Figure 1. I/O pins on the die edge (run 1).
Scale: 6 px per um. Pins as bars across the die edge, other pins in gray.
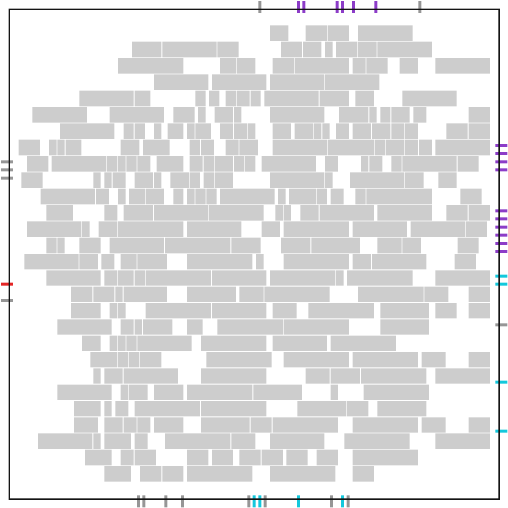
Figure 2. I/O nets highlighted (run 1).
Scale: 3 px per um.
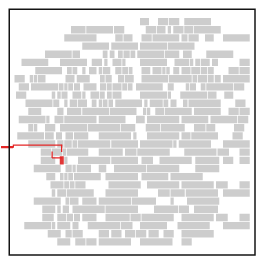
Figure 3. Metal layers overlaid (run 1).
Scale: 6 px per um. Two of the layers only.
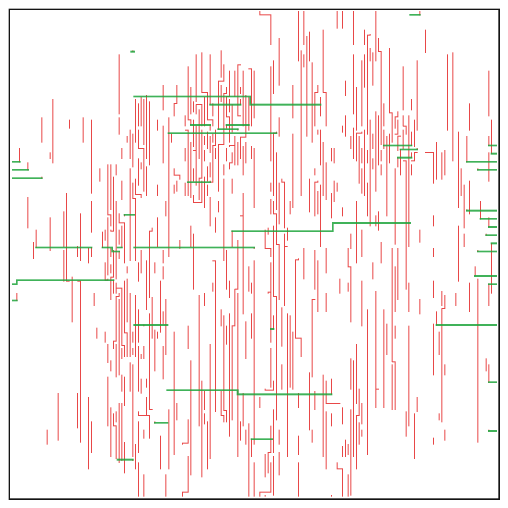
`src/rtl/hs4_pkg.sv`:
```
// Shared types and sizing helpers for the 4-phase bundled-data transmitter.
package hs4_pkg;

    typedef enum logic [2:0] {
        RECOVER,
        IDLE,
        SETUP,
        WAIT_ACK_HI,
        WAIT_ACK_LO
    } hs4_state_t;

    localparam int SENT_W = 16;

    // Width of a counter that must be able to hold the value TIMEOUT itself.
    function automatic int tmo_width(input int timeout);
        return $clog2(timeout + 1);
    endfunction

endpackage

```
`src/rtl/hs4_async_tx_if.sv`:
```
// Sync-side push port plus the 4-phase req/ack/data bundle toward the async pipeline.
interface hs4_async_tx_if #(parameter int DATA_W = 8);
    logic              in_valid;
    logic              in_ready;
    logic [DATA_W-1:0] in_data;
    logic              req_out;
    logic [DATA_W-1:0] data_out;
    logic              ack_in;

    // master: the transmitter; slave: the sync producer plus the async consumer
    modport master (
        input  in_valid, in_data, ack_in,
        output in_ready, req_out, data_out
    );
    modport slave (
        output in_valid, in_data, ack_in,
        input  in_ready, req_out, data_out
    );
endinterface

```
`src/rtl/hs4_sync.sv`:
```
// Multi-flop synchronizer for a single asynchronous level.
// Latency: STAGES clk edges.
// No backpressure; samples every cycle.
module hs4_sync #(
    parameter int STAGES = 2
) (
    input  logic clk,
    input  logic reset,
    input  logic d,
    output logic q
);

    logic [STAGES-1:0] chain;

    always_ff @(posedge clk or posedge reset) begin
        if (reset) chain <= '0;
        else       chain <= {chain[STAGES-2:0], d};
    end

    assign q = chain[STAGES-1];

endmodule

```
`src/rtl/hs4_async_tx.sv`:
```
// Pushes FIFO-buffered clk-domain words into a 4-phase bundled-data async pipeline.
// Latency: push to data_out 1 edge, data_out to req_out SETUP_CYCLES edges, plus ack sync.
// Backpressure: in_ready drops when the FIFO is full; ack waits never abort.
module hs4_async_tx
    import hs4_pkg::*;
#(
    parameter int DATA_W       = 8,
    parameter int FIFO_DEPTH   = 4,
    parameter int SYNC_STAGES  = 2,
    parameter int SETUP_CYCLES = 1,
    parameter int TIMEOUT      = 255
) (
    input  logic              clk,
    input  logic              reset,
    hs4_async_tx_if.master    bus,
    output logic              busy,
    output logic              timeout_err,
    output logic [SENT_W-1:0] sent_count
);

    localparam int AW     = $clog2(FIFO_DEPTH);
    localparam int TMO_W  = tmo_width(TIMEOUT);
    localparam int SET_W  = $clog2(SETUP_CYCLES + 1);
    localparam int FILL_W = $clog2(SYNC_STAGES + 1);

    logic [DATA_W-1:0] mem [FIFO_DEPTH];
    logic [AW-1:0]     wr_ptr;
    logic [AW-1:0]     rd_ptr;
    logic [AW:0]       fifo_cnt;
    logic              full;
    logic              empty;
    logic              push;
    logic              pop;

    hs4_state_t        state;
    logic              req_q;
    logic [DATA_W-1:0] data_q;
    logic [SET_W-1:0]  setup_cnt;
    logic [FILL_W-1:0] fill_cnt;
    logic [TMO_W-1:0]  tmo_cnt;
    logic              timeout_q;
    logic [SENT_W-1:0] sent_q;
    logic              ack_s;

    hs4_sync #(.STAGES(SYNC_STAGES)) u_ack_sync (
        .clk   (clk),
        .reset (reset),
        .d     (bus.ack_in),
        .q     (ack_s)
    );

    assign full  = (fifo_cnt == (AW+1)'(FIFO_DEPTH));
    assign empty = (fifo_cnt == '0);
    assign push  = bus.in_valid && !full;
    assign pop   = (state == IDLE) && !empty;

    always_ff @(posedge clk) begin
        if (push) mem[wr_ptr] <= bus.in_data;
    end

    always_ff @(posedge clk or posedge reset) begin
        if (reset) begin
            wr_ptr   <= '0;
            rd_ptr   <= '0;
            fifo_cnt <= '0;
        end else begin
            if (push) wr_ptr <= wr_ptr + 1'b1;
            if (pop)  rd_ptr <= rd_ptr + 1'b1;
            case ({push, pop})
                2'b10:   fifo_cnt <= fifo_cnt + 1'b1;
                2'b01:   fifo_cnt <= fifo_cnt - 1'b1;
                default: fifo_cnt <= fifo_cnt;
            endcase
        end
    end

    // The synchronizer is cleared by reset, so RECOVER first lets it fill with the
    // live ack level before trusting ack_s==0 as "async side has released".
    always_ff @(posedge clk or posedge reset) begin
        if (reset) begin
            state     <= RECOVER;
            req_q     <= 1'b0;
            data_q    <= '0;
            setup_cnt <= '0;
            fill_cnt  <= '0;
            tmo_cnt   <= '0;
            timeout_q <= 1'b0;
            sent_q    <= '0;
        end else begin
            case (state)
                RECOVER: begin
                    if (fill_cnt != FILL_W'(SYNC_STAGES)) fill_cnt <= fill_cnt + 1'b1;
                    else if (!ack_s)                      state    <= IDLE;
                end
                IDLE: begin
                    if (!empty) begin
                        data_q    <= mem[rd_ptr];
                        setup_cnt <= '0;
                        state     <= SETUP;
                    end
                end
                SETUP: begin
                    if (setup_cnt == SET_W'(SETUP_CYCLES - 1)) begin
                        req_q   <= 1'b1;
                        tmo_cnt <= '0;
                        state   <= WAIT_ACK_HI;
                    end else begin
                        setup_cnt <= setup_cnt + 1'b1;
                    end
                end
                WAIT_ACK_HI: begin
                    if (ack_s) begin
                        req_q   <= 1'b0;
                        tmo_cnt <= '0;
                        state   <= WAIT_ACK_LO;
                    end else if (tmo_cnt != TMO_W'(TIMEOUT)) begin
                        tmo_cnt <= tmo_cnt + 1'b1;
                        if (tmo_cnt == TMO_W'(TIMEOUT - 1)) timeout_q <= 1'b1;
                    end
                end
                WAIT_ACK_LO: begin
                    if (!ack_s) begin
                        sent_q <= sent_q + 1'b1;
                        state  <= IDLE;
                    end else if (tmo_cnt != TMO_W'(TIMEOUT)) begin
                        tmo_cnt <= tmo_cnt + 1'b1;
                        if (tmo_cnt == TMO_W'(TIMEOUT - 1)) timeout_q <= 1'b1;
                    end
                end
                default: state <= RECOVER;
            endcase
        end
    end

    assign bus.in_ready = !full;
    assign bus.req_out  = req_q;
    assign bus.data_out = data_q;
    assign busy         = (state != IDLE) || !empty;
    assign timeout_err  = timeout_q;
    assign sent_count   = sent_q;

endmodule
```
`src/flat_wrapper.sv`:
```
// flat-port wrapper written by rule: the top's interface ports become plain ports
module hs4_async_tx_flat import hs4_pkg::*;
#(
    parameter int DATA_W       = 8,
    parameter int FIFO_DEPTH   = 4,
    parameter int SYNC_STAGES  = 2,
    parameter int SETUP_CYCLES = 1,
    parameter int TIMEOUT      = 255
)
  (clk, reset, busy, timeout_err, sent_count, bus_in_valid, bus_in_data, bus_ack_in, bus_in_ready, bus_req_out, bus_data_out);
  hs4_async_tx_if #(.DATA_W(DATA_W)) bus_i ();
  input  logic clk;
  input  logic reset;
  output logic busy;
  output logic timeout_err;
  output logic [SENT_W-1:0] sent_count;
  input wire logic [$bits(bus_i.in_valid)-1:0] bus_in_valid;
  input wire logic [$bits(bus_i.in_data)-1:0] bus_in_data;
  input wire logic [$bits(bus_i.ack_in)-1:0] bus_ack_in;
  output wire logic [$bits(bus_i.in_ready)-1:0] bus_in_ready;
  output wire logic [$bits(bus_i.req_out)-1:0] bus_req_out;
  output wire logic [$bits(bus_i.data_out)-1:0] bus_data_out;
  assign bus_i.in_valid = bus_in_valid;
  assign bus_i.in_data = bus_in_data;
  assign bus_i.ack_in = bus_ack_in;
  assign bus_in_ready = bus_i.in_ready;
  assign bus_req_out = bus_i.req_out;
  assign bus_data_out = bus_i.data_out;
  hs4_async_tx #(.DATA_W(DATA_W), .FIFO_DEPTH(FIFO_DEPTH), .SYNC_STAGES(SYNC_STAGES), .SETUP_CYCLES(SETUP_CYCLES), .TIMEOUT(TIMEOUT)) u_core (.clk(clk), .reset(reset), .bus(bus_i), .busy(busy), .timeout_err(timeout_err), .sent_count(sent_count));
endmodule
```
`config.mk`:
```
export PLATFORM = sky130hd
export DESIGN_NAME = hs4_async_tx_flat
export DESIGN_NICKNAME = d
export VERILOG_FILES = /design/src/rtl/hs4_pkg.sv /design/src/rtl/hs4_async_tx_if.sv /design/src/rtl/hs4_sync.sv /design/src/rtl/hs4_async_tx.sv /design/src/flat_wrapper.sv
export SDC_FILE = /design/constraint.sdc
export NUM_CORES = 1
export LEC_CHECK = 0
export CAP_MARGIN = 10
export CORE_UTILIZATION = 55
export CTS_CLUSTER_SIZE = 8
export DETAILED_ROUTE_END_ITERATION = 12
export PLACE_DENSITY = 0.85
export SLEW_MARGIN = 10
export SYNTH_ARGS = -nofsm -noshare
export SYNTH_HDL_FRONTEND = slang
export SYNTH_HIERARCHICAL = 1
export SYNTH_SLANG_ARGS = --single-unit
```
`constraint.sdc`:
```
create_clock -name clk -period 2.9 [get_ports clk]
set_clock_uncertainty 0.2 [all_clocks]
set_input_delay 0.435 -clock clk [delete_from_list [all_inputs] [get_ports clk]]
set_output_delay 0.435 -clock clk [all_outputs]
set_load 0.01 [all_outputs]
```
==> results.ini, run 1 <==
[run_status]
result_of_the_run=finished, final reports clean

[sta]
final.setup.worst_slack_ns=0.5656
hold_ws_ns=0.07328
report.final.setup_viol=0
rsz0062_at_grt=false
timing.final.crit_period_ns=2.334
timing.fmax_mhz=428.4
worstMarginPinSlew_ns=0.7041
drv_slew=0
report.final.hold_viol_count=0
final.period_utilization=0.8050
summed_negative_setup_slack_over_all_endpoints_ns=0

[clock_network]
buffer_levels_on_the_longest_clock_path=2
clock_tree.root_cell=clkbuf_8
cts_max_level=3
tritoncts.num_buffers=9
cts-resized-gates=0
count_of_hold_fix_buffers_inserted_at_cts=0
post_cts.repair.setup_buffers=0

[grt]
grt.busiest_layer=met2
grt_antenna_before_repair=0
overflow=0
grt_max_degree=47
grt_pass1_wl_um=9763
grtUsageTotal=0.2076
grt_pass1_vias=2108
global_route.usage.met2=0.3350

[synth]
dominantRegCellSynth=dfrtp_1
netlist_instances=250
synth-seq-area-share=0.6236
synth_chip_area_um2=3467
synth_simple_gate_area_share=0.1115
ys_sh_adder=0.03825
synth_compound_gate_area_share=0.06135
number_of_cell_instances_after_yosys_synthesis=250
enable_flop_cells=32
synthXorXnorAreaFrac=0.05558
ys_sh_mux=0.08409
synth.avg_cell_area_um2=13.87
synth.lib_cells_used.distinct=45
netlist_area_um2=3467
number_of_warnings_printed_during_yosys_synthesis=6

[setup_path]
startpoint_type=flip-flop
worstSetupStartpoint=u_core/state[1]
timing.critical_path.to=u_core/fifo_cnt[2]
timing.critical_path.required_ns=2.97
regToRegEndpoint=u_core/fifo_cnt[2]
crit_type=flip-flop to flip-flop
number_of_cells_traversed_by_the_worst_register_to_register_path=8
timing.rr.start=u_core/state[1]

[detailed_routing]
detailroute.via_count=2149
topRoutingLayerUsed=met4
drc_violation_count_after_routing=0
detail_route.iter0.violations=156
first_pass_iters=4
drt.antenna.violating_nets=0
met3_wl_post_dr_um=255
wire_per_inst_um=16.22

[power]
power.switching_mw=1.124
gate_power_share=0.294
p_clk_uw=954
peakVddDrop_mv=0.5211
leakagePower_nw=1.663
post-layout-total-power_mw=3.769
cellPowerDensity_nw_per_um2=906.2

[min_path]
holdCritPathClass=input pin to async pin

[finish]
layout.cell_area.non_filler_um2=4159
clockBufferCount=14
synthToLayoutAreaGrowth_pct=19.96
num-multi-input-gates=151
final_cell_mix=dfrtp_1 (48), clkdlybuf4s50_1 (39), edfxtp_1 (32)
clock_tree_area_fraction=0.05866
final_util=0.6942
mostFrequentLayoutCell=dfrtp_1
antennaDiodeCount=0
layout.buffer.nonclock.area_share=0.09747
number_of_filler_instances_in_the_final_layout=395
finish.cell_count_without_fillers=373
comb_area_share=0.2924
num-nonclk-inverters=10

[floorplanning]
chipHeight_um=81.40
fp_util=0.5787
tapcell.inserted=75
die-width_um=81.40
ios=40

[placement]
detailed_place.area_um2=3915
finalWeightedCongestion=0.8349
dpl.cell_count=357

[job]
warning_count=30

About Figure 1:
| port | color | pins | direction | edge |
|---|---|---|---|---|
| `sent_count` | purple | 16 | output | 10 east, 6 north |
| `busy` | red | 1 | output | west |
| `bus_data_out` | cyan | 8 | output | 4 south, 4 east |

About Figure 2:
| port | color | bits | direction | edge | end cells | buffers | wire |
|---|---|---|---|---|---|---|---|
| `busy` | red | 1 | output | west | 1 | 1 | 24.9 um |

About Figure 3:
| layer | color | wire length |
|---|---|---|
| met2 | red | 2950 um |
| met3 | green | 256 um |

==> run 1: cell usage after synthesis (2+ instances only) <==
| cell type | instances | area [um^2] |
|---|---|---|
| dfrtp_1 | 48 | 1201 |
| edfxtp_1 | 32 | 960.9 |
| xnor2_1 | 16 | 140.1 |
| nand2_1 | 14 | 52.55 |
| a21oi_1 | 11 | 55.05 |
| nor2_1 | 11 | 41.29 |
| inv_1 | 10 | 37.54 |
| ha_1 | 9 | 112.6 |
| mux2_2 | 9 | 101.4 |
| nand3_1 | 9 | 45.04 |
| mux4_2 | 8 | 180.2 |
| and3_1 | 7 | 43.79 |
| nand4_1 | 7 | 43.79 |
| xor2_1 | 6 | 52.55 |
| o21ai_0 | 5 | 25.02 |
| clkbuf_1 | 4 | 15.01 |
| nand2b_1 | 4 | 25.02 |
| a41oi_1 | 3 | 26.28 |
| and2_1 | 3 | 18.77 |
| nor2b_1 | 3 | 18.77 |
| and4_1 | 2 | 17.52 |
| buf_2 | 2 | 10.01 |
| buf_6 | 2 | 22.52 |
| nor3_1 | 2 | 10.01 |
| nor4_1 | 2 | 12.51 |
| o31ai_1 | 2 | 15.01 |
==> run 1: worst max-delay path, stage by stage, from the launching register on <==
cell and delay (ns):
dfrtp_1 0.46, nand2b_1 0.22, nor3_1 0.27, ha_1 0.25, inv_1 0.07, fa_1 0.39, xor2_1 0.15, nor2_1 0.11
xor2_1 0.15
==> run 1: state kept, by name (all words and copies together) (netlist names) <==
register,cells
u_core/fill_cnt,2
u_core/state,3
u_core/mem,32
u_core/bus.data_out,8
u_core/wr_ptr,2
u_core/bus.req_out,1
u_core/fifo_cnt,3
u_core/timeout_err,1
u_core/rd_ptr,2
u_core/sent_count,16
u_core/u_ack_sync/chain,2
u_core/tmo_cnt,8
Figure 4. Cells by drive strength (run 1).
Scale: 6 px per um.
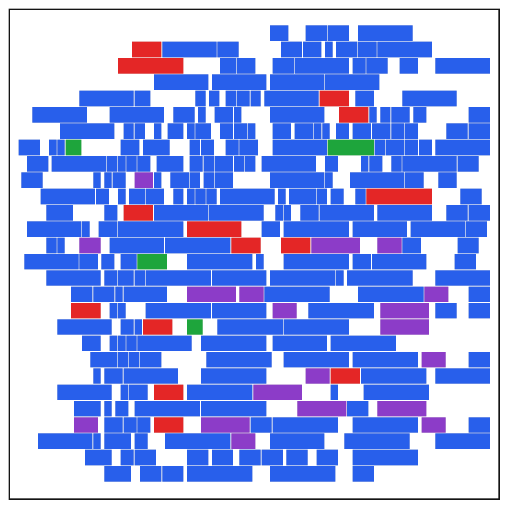

==> run 2: changes to the inputs <==
Settings changed: CORE_UTILIZATION 55 to 50, PLACE_DENSITY 0.85 to 0.82.
Clock period 2.9 ns to 2 ns, I/O delays scaled along.
Figure 5. Cells by drive strength (run 2).
Scale: 6 px per um.
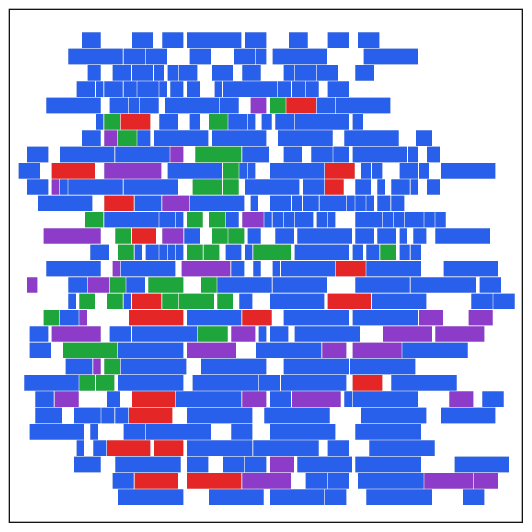
| size | color | cells |
|---|---|---|
| drive 1 or less | blue | 241 |
| drive 2 | purple | 32 |
| drive 3 to 4 | green | 33 |
| drive 6 and up | red | 19 |

==> run 2 against run 1 <==
  * The run now ends with negative setup slack left
  * Hold slack better by 0.081 ns
  * Final area up 7.9%
  * Via count up 2.5%
  * Non-clock buffer count up 27
  * Combinational power up 100%
  * Global-route usage down 0.63 points
  * Critical path depth up 1
  * Largest power group unchanged
==> results.ini, run 2 <==
[floorplanning]
fp_util=0.5308  ; -0.04790
die-width_um=85.27  ; +4.8%
core_region_area_um2=6531
chipHeight_um=85.27  ; +4.8%
chip_area_um2=7271
placement_rows=29

[setup_path]
crit_path_max_fo=3
worstSetupStartpoint=u_core/fifo_cnt[0]
timing.rr.start=u_core/fifo_cnt[0]
timing.reg2reg.setup_slack_ns=-0.002
crit_type=flip-flop to flip-flop
timing.critical_path.required_ns=2.06  ; -0.91 ns
regToRegEndpoint=u_core/fifo_cnt[2]
timing.critical_path.to=u_core/fifo_cnt[2]
cp_data_arrival_time_ns=2.06
number_of_cells_traversed_by_the_worst_register_to_register_path=9  ; +1
startpoint_type=flip-flop
endpoint_kind=flip-flop

[grt]
grt_antenna_before_repair=0  ; unchanged
overflow=0  ; unchanged
grtUsageTotal=0.2014  ; -0.006271
grt_pass1_wl_um=10940  ; +12%
grt_max_degree=47  ; unchanged
grt_pass1_vias=2232  ; +5.9%

[sta]
report.final.setup_viol=1  ; +1
timing.fmax_mhz=499.5  ; +17%
timing.final.crit_period_ns=2.002  ; -0.3325 ns
final.setup.worst_slack_ns=-0.001907  ; -0.5675 ns
final.period_utilization=1.001  ; +0.1960
rsz0062_at_grt=true
drv_slew=0  ; unchanged
relSlewSlack=0.6926
report.final.hold_viol_count=0  ; unchanged
hold_ws_ns=0.1546  ; +0.08129 ns
worstMarginPinSlew_ns=0.4572  ; -0.2469 ns

[finish]
layout.cell_area.non_filler_um2=4487  ; +7.9%
finalNetCount=342
mostFrequentLayoutCell=dfrtp_1
final_util=0.6870  ; -0.007263
synthToLayoutAreaGrowth_pct=29.41
registers.top_by_ff_count=u_core/mem
number_of_flip_flops_under_the_largest_register_name=32  ; unchanged
antennaDiodeCount=0  ; unchanged
drive_above_1_share=0.2585
final_cell_mix=dfrtp_1 (46), clkdlybuf4s50_1 (37), edfxtp_1 (32)

[clock_network]
tritoncts.num_buffers=9  ; unchanged
clkLatencyLatePin_ns=0.34
cts_max_level=3  ; unchanged
tritoncts_clock_tree=done
clkSinkCount=80
buffer_levels_on_the_longest_clock_path=2  ; unchanged
count_of_hold_fix_buffers_inserted_at_cts=1  ; +1
cts-resized-gates=10  ; +10
clock_tree.root_cell=clkbuf_8
post_cts.repair.setup_buffers=4  ; +4
clk_pin_slew_worst_paths_ns=0.07

[run_status]
violations=negative setup slack
result_of_the_run=complete, but fails checks

[synth]
netlist_area_um2=3467  ; unchanged
number_of_cell_instances_after_yosys_synthesis=250  ; unchanged
synth.avg_cell_area_um2=13.87  ; unchanged
synth.lib_cells_used.distinct=45  ; unchanged
enable_flop_cells=32  ; unchanged
netlist.top_cell.by_instances=dfrtp_1
topCellsByArea=dfrtp_1 (35%), edfxtp_1 (28%), mux4_2 (5.2%)
synth-seq-area-share=0.6236  ; unchanged
fp_nets=272
postSynth.asyncResetShare=0.6000
netlist_instances=250  ; unchanged
yosys_top_cell_by_area=dfrtp_1
dominantRegCellSynth=dfrtp_1
ys_seq_elements=80
number_of_warnings_printed_during_yosys_synthesis=6  ; unchanged
post_synth_most_frequent_cells=dfrtp_1 (48), edfxtp_1 (32), xnor2_1 (16), nand2_1 (14)
synth_chip_area_um2=3467  ; unchanged
netlist.area_leader.share=0.3464  ; unchanged

[detailed_routing]
detailroute.via_count=2203  ; +2.5%
drt.antenna.violating_nets=0  ; unchanged
drc_violation_count_after_routing=0  ; unchanged
first_pass_iters=4  ; unchanged
vias_cell=5.480
wire_per_inst_um=16.51  ; +1.8%
detail_route.iter0.violations=136  ; -13%
routed_wl_um=6638

[job]
maxCapViolCount=0
warning_count=33  ; +10%

[min_path]
worst_hold_startpoint=u_core/u_ack_sync/chain[0]
hold_depth=0
holdCritPathClass=flip-flop to flip-flop
holdPathEnd=u_core/u_ack_sync/chain[1]

[power]
cellPowerDensity_nw_per_um2=1303  ; +44%
leakagePower_nw=1.813  ; +9.1%
peakVddDrop_mv=0.7829  ; +50%
post-layout-total-power_mw=5.844  ; +55%

[placement]
dp.final_hpwl_um=4378
finalWeightedCongestion=0.8259  ; -1.1%
detailed_place.area_um2=4204  ; +7.4%

Figure 6. I/O nets highlighted (run 2).
Scale: 3 px per um.
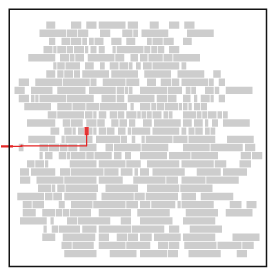
| port | color | bits | direction | edge | end cells | buffers | wire |
|---|---|---|---|---|---|---|---|
| `busy` | red | 1 | output | west | 1 | 1 | 30.1 um |
Port Buffers: 39
top-level port count: 40

## run 2: cell counts after synthesis
No cell type changed its count.
## run 2: cell families (layout without fill, tap and decap cells)
family,count (synthesis),count (layout),synth area share
muxes,18,18,0.08409
AOI/OAI and AO/OA,32,32,0.06135
adders and majority gates,10,10,0.03825
buffers and inverters,19,94,0.02562
and+or+nand+nor,69,69,0.1115
DFF,80,80,0.6236
xor gates and xnor gates,22,22,0.05557
## run 2: per-stage QoR
step	TNS [ns]	setup WS [ns]	instances
floorplan	-0.1055	-0.1055	250
global placement	-0.2580	-0.1913	381
detailed placement	-0.3399	-0.2290	381
CTS	-0.02159	-0.02159	402
global route	-0.07024	-0.05530	402
finish	-0.001907	-0.001907	402
## run 2: final cells by class
class	instances	area [um^2]
Sequential cell	80	2165
Fill cell	446	2044
Multi-Input combinational cell	151	1294
Timing Repair Buffer	68	683.2
Clock buffer	12	177.7
Tap cell	77	96.34
Inverter	10	37.54
Clock inverter	4	33.78
## run 2: report_power, final
| part | switching (mW) | internal (mW) | leakage, nW | total (mW) |
|---|---|---|---|---|
| logic | 0.969 | 1.26 | 0.804 | 2.23 |
| registers | 0.309 | 2.11 | 0.906 | 2.42 |
| clock network | 0.582 | 0.611 | 0.103 | 1.19 |
## run 2: layer usage
metal / global-route usage / share of wire / vias to the layer above
met5: 0 / 0 / -
met4: 0.09242 / 0.017 / 0
met3: 0.03405 / 0.021 / 13
met2: 0.3394 / 0.53 / 39
met1: 0.2571 / 0.44 / 1092
li1: - / - / 1059
## run 2: worst max-delay path: stages (launching register included)
cell     delay, ns
dfrtp_2       0.40
buf_6         0.11
nor3_4        0.04
nor3_4        0.24
ha_4          0.18
inv_2         0.03
fa_2          0.32
xor2_1        0.14
nor2_1        0.11
xor2_1        0.16
Figure 7. Placed standard cells (run 2).
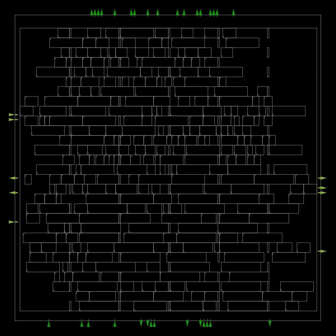

==> run 3: changes to the inputs <==
Settings changed: RECOVER_POWER from default to 50.
Figure 8. Placed standard cells (run 3).
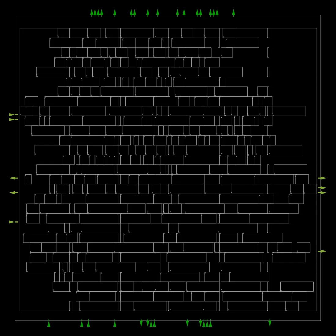
sequential share of cell area: 0.4846
Placeable Area: 6531 um^2
sequential cell count of the final layout: 80

==> run 3 against run 2 <==
  * The flow now finishes without violations
  * Via count is 0.14% lower
  * Clock power hardly changed
  * Area after synthesis stayed put
  * Combinational power hardly changed
  * Die size stayed put
  * Wire length hardly changed
  * Register-to-register slack hardly changed
  * Worst setup slack better by 0.0028 ns
  * First-iteration DRC count is 2.9% lower
  * Critical path depth stayed put
==> results.ini, run 3 <==
[floorplanning]
placement_rows=29  ; unchanged
ios=40  ; unchanged
chipHeight_um=85.27  ; unchanged
chip_area_um2=7271  ; unchanged
fp_util=0.5308  ; unchanged

[synth]
yosys_top_cell_by_area=dfrtp_1
ys_seq_elements=80  ; unchanged
ys_sh_adder=0.03825  ; unchanged
post_synth_most_frequent_cells=dfrtp_1 (48), edfxtp_1 (32), xnor2_1 (16), nand2_1 (14)
netlist.area_leader.share=0.3464  ; unchanged
synth-seq-area-share=0.6236  ; unchanged
postSynth.asyncResetShare=0.6000  ; unchanged
netlist_area_um2=3467  ; unchanged
synth_chip_area_um2=3467  ; unchanged
dominantRegCellSynth=dfrtp_1
synth.avg_cell_area_um2=13.87  ; unchanged
enable_flop_cells=32  ; unchanged

[grt]
grt_antenna_before_repair=0  ; unchanged
overflow=0  ; unchanged
grt_pass1_wl_um=10940  ; unchanged
grt_pass1_vias=2232  ; unchanged
grt_max_degree=47  ; unchanged

[setup_path]
critical_path.slowest_cell=dfrtp_2
worstSetupPathDepth=9  ; unchanged
number_of_cells_traversed_by_the_worst_register_to_register_path=9  ; unchanged
worstSetupStartpoint=u_core/fifo_cnt[0]
critPathBufInv=2  ; unchanged
worst_path_dominant_cell_family=adder cells
crit_type=flip-flop to flip-flop
cp_data_arrival_time_ns=2.05  ; about the same
startpoint_type=flip-flop
crit_path_cell_trace=buf_6 > nor3_4 > nor3_4 > ha_4 > inv_2 > fa_2 > xor2_1 > nor2_1 > xor2_1
crit_path_max_fo=3  ; unchanged
timing.rr.start=u_core/fifo_cnt[0]
timing.reg2reg.setup_slack_ns=0.0009  ; about the same
timing.critical_path.to=u_core/fifo_cnt[2]
regToRegEndpoint=u_core/fifo_cnt[2]

[power]
sequentialPowerShare=0.416  ; about the same
leakagePower_nw=1.801  ; -0.64%
cellPowerDensity_nw_per_um2=1303  ; about the same
peakVddDrop_mv=0.7814  ; -0.19%
net_sw_frac=0.3193  ; +0.001090
p_int_mw=3.962  ; -0.56%
gate_power_share=0.378  ; -0.003
share_of_power_burned_in_the_clock_network=0.205  ; about the same
power.switching_mw=1.859  ; about the same

[clock_network]
clk_pin_slew_worst_paths_ns=0.07  ; about the same
buffer_levels_on_the_longest_clock_path=2  ; unchanged
clkSinkCount=80  ; unchanged
clkLatencyLatePin_ns=0.34  ; about the same
tritoncts_clock_tree=done
cts_max_level=3  ; unchanged
clock_tree.root_cell=clkbuf_8

[sta]
timing.fmax_mhz=500.2  ; +0.14%
report.final.setup_viol=0  ; -1
drv_slew=0  ; unchanged
relSlewSlack=0.5664  ; -0.1263
final.period_utilization=0.9995  ; -0.001415
report.final.hold_viol_count=0  ; unchanged
summed_negative_setup_slack_over_all_endpoints_ns=0  ; +0.001907 ns
timing.final.crit_period_ns=1.999  ; -0.002830 ns

[placement]
finalWeightedCongestion=0.8259  ; unchanged
dpl_worst_slack_ns=-0.2290  ; unchanged
detailed_place.area_um2=4204  ; unchanged
placement.io_buffers=39  ; unchanged
dp.final_hpwl_um=4378  ; unchanged

[detailed_routing]
drc_violation_count_after_routing=0  ; unchanged
first_pass_iters=4  ; unchanged
wire_per_inst_um=16.51  ; about the same

[min_path]
worst_hold_startpoint=u_core/u_ack_sync/chain[0]
holdPathEnd=u_core/u_ack_sync/chain[1]
holdCritPathClass=flip-flop to flip-flop

[finish]
antennaDiodeCount=0  ; unchanged
final_util=0.6839  ; -0.003065
layout.area.seq_um2=2165  ; unchanged
synthToLayoutAreaGrowth_pct=28.83
layout.cell_area.non_filler_um2=4467  ; -0.45%
number_of_flip_flops_under_the_largest_register_name=32  ; unchanged
mostFrequentLayoutCell=dfrtp_1
drive_above_1_share=0.2492  ; -0.009231

[run_status]
result_of_the_run=finished, final reports clean

[job]
warning_count=33  ; unchanged

Figure 9. I/O nets highlighted (run 3).
Scale: 3 px per um.
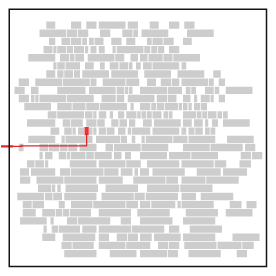
| port | color | bits | direction | edge | end cells | buffers | wire |
|---|---|---|---|---|---|---|---|
| `busy` | red | 1 | output | west | 1 | 1 | 30.1 um |

## run 3: netlist changes by cell type in the layout (fill, tap and decap cells not counted), sizes merged
cell,change
dlygate4sd3,+10
clkdlybuf4s50,-10
inv,-1
clkinv,+1
buf,-3
clkbuf,+3
## run 3: layer usage
layer	up-vias	global-route usage	wire length, um
met5	-	0	0
met3	13	0.03405	144
met4	0	0.09242	114
met1	1095	0.2571	2941
met2	34	0.3394	3436
li1	1058	-	-
## run 3: final cells by class
| type | instances | share of cell area |
|---|---|---|
| timing repair buffer | 68 | 0.1485 |
| tap | 77 | 0.02157 |
| multi-input combinational | 151 | 0.2896 |
| clock inverter | 4 | 0.007563 |
| sequential | 80 | 0.4846 |
| inverter | 10 | 0.008403 |
| clock buffer | 12 | 0.03978 |
## run 3: timing repair
item                       CTS  global route
hold endpoints to repair     2             0
buffers inserted             4             0
pin swaps                    7             2
resized                     10             7
hold buffers                 1             0
setup endpoints to repair    6            14
## run 3: power groups by stage
stage | registers (mW) | logic [mW] | clock network [mW]
floorplan | 2.37 | 1.32 | 0
global placement | 2.42 | 2.05 | 0
detailed placement | 2.44 | 2.13 | 0
CTS | 2.42 | 2.22 | 1.23
global route | 2.46 | 2.38 | 1.30
finish | 2.42 | 2.20 | 1.19
## run 3: worst reg2reg max path, stage by stage, from the launching register on
cell,delay (ns)
dfrtp_2,0.40
buf_6,0.11
nor3_4,0.04
nor3_4,0.24
ha_4,0.18
inv_2,0.03
fa_2,0.32
xor2_1,0.14
nor2_1,0.11
xor2_1,0.16
## run 3: cell families after synthesis
family / Yosys count
muxes: 18
adders and majority gates: 10
AOI/OAI and AO/OA: 32
DFF: 80
and+or+nand+nor: 69
buffers and inverters: 19
xor gates and xnor gates: 22
Power and IR drop assume default switching activity.
